===== config.mk =====
export PLATFORM = sky130hd
export DESIGN_NAME = blur_frame_io
export DESIGN_NICKNAME = d
export VERILOG_FILES = /design/src/rtl/blur_frame_io.sv
export SDC_FILE = /design/constraint.sdc
export NUM_CORES = 1
export LEC_CHECK = 0
export CORE_AREA = 2 2 90 92
export CTS_CLUSTER_SIZE = 30
export DETAILED_ROUTE_END_ITERATION = 7
export DIE_AREA = 0 0 92 94
export PLACE_DENSITY = 0.8
export SLEW_MARGIN = 20
export SYNTH_ARGS = -nofsm -noshare
export SYNTH_HDL_FRONTEND = slang
export SYNTH_SLANG_ARGS = --single-unit
export TNS_END_PERCENT = 20

===== constraint.sdc =====
create_clock -name iCLK -period 3.65 [get_ports iCLK]
set_input_delay 0.73 -clock iCLK [delete_from_list [all_inputs] [get_ports iCLK]]
set_output_delay 0.73 -clock iCLK [all_outputs]
set_load 0.02 [all_outputs]

===== src/rtl/blur_frame_io.sv =====
// rtl/blur_frame_io.sv - frame sequencer: loads pixels into RAM A, hands RAM A to the blur engine, streams the result out.
module blur_frame_io #(
    parameter int IMG_W = 210,
    parameter int IMG_H = 300,
    parameter int DW    = 16,
    parameter int AW    = 16
) (
    input  logic          iCLK,
    input  logic          iRST_N,
    input  logic          iStart,
    input  logic          iInValid,
    output logic          oInReady,
    input  logic [DW-1:0] iInData,
    output logic          oOutValid,
    input  logic          iOutReady,
    output logic [DW-1:0] oOutData,
    output logic          oOutLast,
    output logic [AW-1:0] oAddr,
    output logic          oWren,
    output logic [DW-1:0] oWrData,
    input  logic [DW-1:0] iRdData,
    output logic          oRamOwn,
    output logic          oBlurEna,
    input  logic          iBlurDone,
    output logic          oBusy,
    output logic          oDone
);

    localparam int NPIX = IMG_W * IMG_H;
    localparam int CW   = $clog2(NPIX + 1);
    localparam logic [CW-1:0] LAST_C = CW'(NPIX - 1);
    localparam logic [CW-1:0] NPIX_C = CW'(NPIX);

    typedef enum logic [2:0] {
        S_IDLE,
        S_LOAD,
        S_KICK,
        S_WAIT,
        S_READ,
        S_FIN
    } state_t;

    state_t        state_q, state_d;
    logic [CW-1:0] pix_cnt_q, pix_cnt_d;
    logic [CW-1:0] out_cnt_q, out_cnt_d;
    logic          inflight_q, inflight_d;
    logic [1:0]    count_q, count_d;
    logic          wr_ptr_q, wr_ptr_d;
    logic          rd_ptr_q, rd_ptr_d;
    logic [DW-1:0] mem0_q, mem0_d;
    logic [DW-1:0] mem1_q, mem1_d;

    logic          in_xfer;
    logic          out_xfer;
    logic          issue;
    logic [2:0]    level;
    logic [DW-1:0] head;

    always_comb begin
        state_d    = state_q;
        pix_cnt_d  = pix_cnt_q;
        out_cnt_d  = out_cnt_q;
        count_d    = count_q;
        wr_ptr_d   = wr_ptr_q;
        rd_ptr_d   = rd_ptr_q;
        mem0_d     = mem0_q;
        mem1_d     = mem1_q;
        oAddr      = '0;
        oWren      = 1'b0;
        oWrData    = '0;
        oRamOwn    = 1'b0;
        oBlurEna   = 1'b0;
        oDone      = 1'b0;
        oBusy      = (state_q != S_IDLE);

        // a reset edge must not also commit a write, so the input side is gated by iRST_N
        oInReady   = (state_q == S_LOAD) && iRST_N;
        in_xfer    = oInReady && iInValid;

        head       = rd_ptr_q ? mem1_q : mem0_q;
        oOutValid  = (count_q != 2'd0);
        oOutData   = oOutValid ? head : '0;
        oOutLast   = oOutValid && (out_cnt_q == LAST_C);
        out_xfer   = oOutValid && iOutReady;

        // buffered + in flight after this cycle's pop; keeping it below 2 bounds the skid at 2 entries
        level      = {1'b0, count_q} + {2'b00, inflight_q} - {2'b00, out_xfer};
        issue      = (state_q == S_READ) && (level < 3'd2) && (pix_cnt_q < NPIX_C);
        inflight_d = issue;

        if (inflight_q) begin
            if (wr_ptr_q) mem1_d = iRdData;
            else          mem0_d = iRdData;
            wr_ptr_d = ~wr_ptr_q;
        end
        if (out_xfer) begin
            rd_ptr_d = ~rd_ptr_q;
        end
        count_d = count_q + {1'b0, inflight_q} - {1'b0, out_xfer};

        case (state_q)
            S_IDLE: begin
                if (iStart) begin
                    state_d   = S_LOAD;
                    pix_cnt_d = '0;
                end
            end
            S_LOAD: begin
                oRamOwn = 1'b1;
                if (in_xfer) begin
                    oWren     = 1'b1;
                    oAddr     = AW'(pix_cnt_q);
                    oWrData   = iInData;
                    pix_cnt_d = pix_cnt_q + 1'b1;
                    if (pix_cnt_q == LAST_C) begin
                        state_d = S_KICK;
                    end
                end
            end
            S_KICK: begin
                oBlurEna = 1'b1;
                state_d  = S_WAIT;
            end
            S_WAIT: begin
                if (iBlurDone) begin
                    state_d   = S_READ;
                    pix_cnt_d = '0;
                    out_cnt_d = '0;
                end
            end
            S_READ: begin
                oRamOwn = 1'b1;
                if (issue) begin
                    oAddr     = AW'(pix_cnt_q);
                    pix_cnt_d = pix_cnt_q + 1'b1;
                end
                if (out_xfer) begin
                    out_cnt_d = out_cnt_q + 1'b1;
                    if (oOutLast) begin
                        state_d = S_FIN;
                    end
                end
            end
            S_FIN: begin
                oDone   = 1'b1;
                state_d = S_IDLE;
            end
            default: begin
                state_d = S_IDLE;
            end
        endcase
    end

    always_ff @(posedge iCLK) begin
        if (!iRST_N) begin
            state_q    <= S_IDLE;
            pix_cnt_q  <= '0;
            out_cnt_q  <= '0;
            inflight_q <= 1'b0;
            count_q    <= 2'd0;
            wr_ptr_q   <= 1'b0;
            rd_ptr_q   <= 1'b0;
            mem0_q     <= '0;
            mem1_q     <= '0;
        end else begin
            state_q    <= state_d;
            pix_cnt_q  <= pix_cnt_d;
            out_cnt_q  <= out_cnt_d;
            inflight_q <= inflight_d;
            count_q    <= count_d;
            wr_ptr_q   <= wr_ptr_d;
            rd_ptr_q   <= rd_ptr_d;
            mem0_q     <= mem0_d;
            mem1_q     <= mem1_d;
        end
    end

endmodule


==> images/sizing.png <==
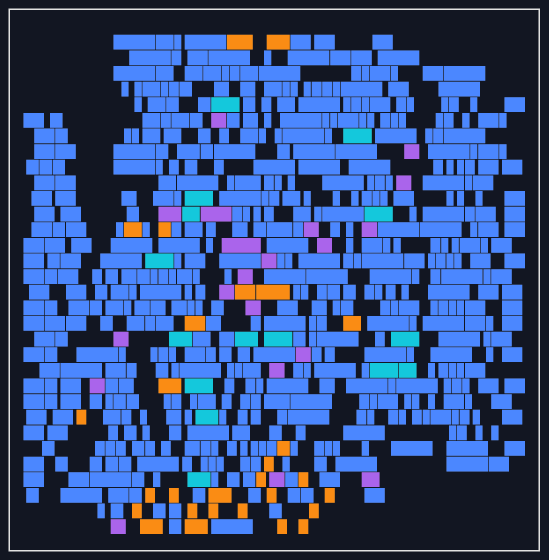
Key: x3 and x4 = purple [cells 20, share 3.4%]; x2 = orange [cells 28, share 4.8%]; x6 and larger = cyan [cells 15, share 2.6%]; x1 and smaller = blue [cells 524, share 89%]
post-layout instance area: 4967 µm²
Final Worst Setup Slack: 0.08134 ns

==> flow_summary.yaml <==
# synthesis and place-and-route metrics
layout:
  final_nets: 624
  final-clk-cell-share_pct: 3.778
  layoutNonFillerInstCount: 689
  comb_area_um2: 2187
  clkbuf_count: 9
  flops: 72
  seq_share_pct: 29.02
  mostFrequentLayoutCells: "nand2_1 (96), clkdlybuf4s50_1 (76), dfxtp_1 (72), nor2_1 (51), a21oi_1 (50)"
  layout-drive-gt1-share_pct: 10.73
  fin_util_pct: 65.30
  areaGrowthSynthToFinish_pct: 32.07
sta:
  worstMarginPinSlew_ns: 0.8758
  hold_violations: 0
  min_period_ns: 3.569
  slew_violations: 0
  finalSetupViolations: 0
die:
  die_width_um: 92
  nWellTaps: 102
  fp_util_pct: 49.44
  die-area_um2: 8648
  ioPinCount: 94
pwr:
  irDropWorstVdd_mv: 0.2404
  total_power_uw: 1841
  powerComb_uw: 408
  p_comb_share_pct: 22.2
  clock_net_power_uw: 609
clock_network:
  ctsResizeCount: 66
  htree_levels: 3
  cts_tree: "done"
  clock_sinks: 72
  cts_buffers: 9
  clk_path_buf_depth: 2
setup_path:
  r2r_start: "count_q[0]"
  worst_ep_arrival_time_ns: 2.84
  rr_worst_depth: 11
  worst-path-max-fanout: 5
  crit_start: "iOutReady"
  endpoint: "oAddr[12]"
yosys:
  async_flop_share_pct: 0
  edf_count: 0
  synth_nets: 533
  top_cells_by_area: "dfxtp_1 (38%), nand2_1 (9.6%), a21oi_1 (6.7%), and2_1 (6.0%), nor2_1 (5.1%)"
  syn_avg_cell_area_um2: 7.660
  ys_sh_mux_pct: 4.790
  ys_sh_simple_pct: 33.23
  top_logic_kind: "simple AND/OR/NAND/NOR gates"
grt:
  grt-busiest-layer: "met2"
  antenna_found_initial: 0
  grt_pass1_vias: 3711
  grt_max_degree: 28
  overflow: 0
  globalRouteMet2Util_pct: 40.38
routing:
  wl_met3_um: 576
  wl_met2_um: 4821
  ant_nets: 0
  first_pass_iters: 5
  routedWlPerCell_um: 14.42
placed_design:
  place_hpwl_um: 6724
  placed_cell_area_um2: 4777
  gp_congestion: 0.8260
  place_ws_ns: -0.6637
hold_path:
  min_path_type: "flip-flop to flip-flop"
  hold_depth: 2
run_status:
  outcome: "finished clean"
flow_run:
  cap_violations: 0
==> images/m3.png <==
Cells faint in the background.
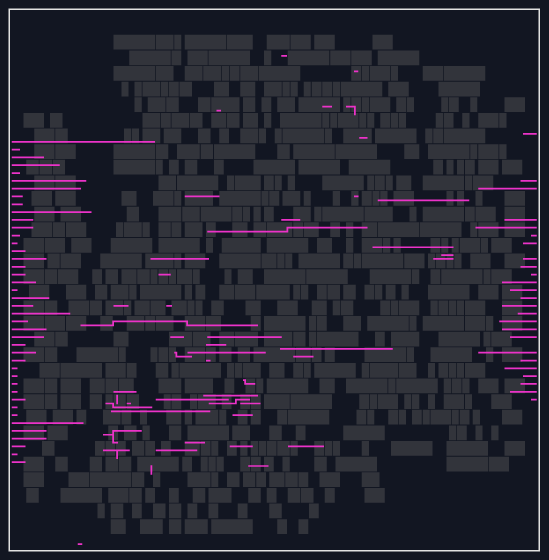
100 nets have wire on it. The layer carries 577 µm of wire.
vias after detailed routing: 3836
GR Util met3: 4.735%
Routed WL: 9933 µm

critical path, stage by stage:
cell and delay [ns]:
clkdlybuf4s15_2 0.21, nand2_1 0.08, mux2i_1 0.15, ha_1 0.17
inv_1 0.05, fa_1 0.40, xnor2_2 0.19, nand3_2 0.13
o21bai_4 0.21, buf_6 0.15, and2_1 0.12, clkdlybuf4s15_2 0.25
cell usage after synthesis, drive strengths merged, types with 4 or more instances:
cell,instances
a211oi,4
a21oi,50
and2,36
and3,5
buf,9
clkbuf,21
dfxtp,72
inv,7
mux2i,18
nand2,96
nand2b,4
nand3,12
nand4,7
nor2,51
nor3,11
nor3b,5
nor4,6
o21ai,12
or3,4
xnor2,13
Power and IR drop assume default switching activity.
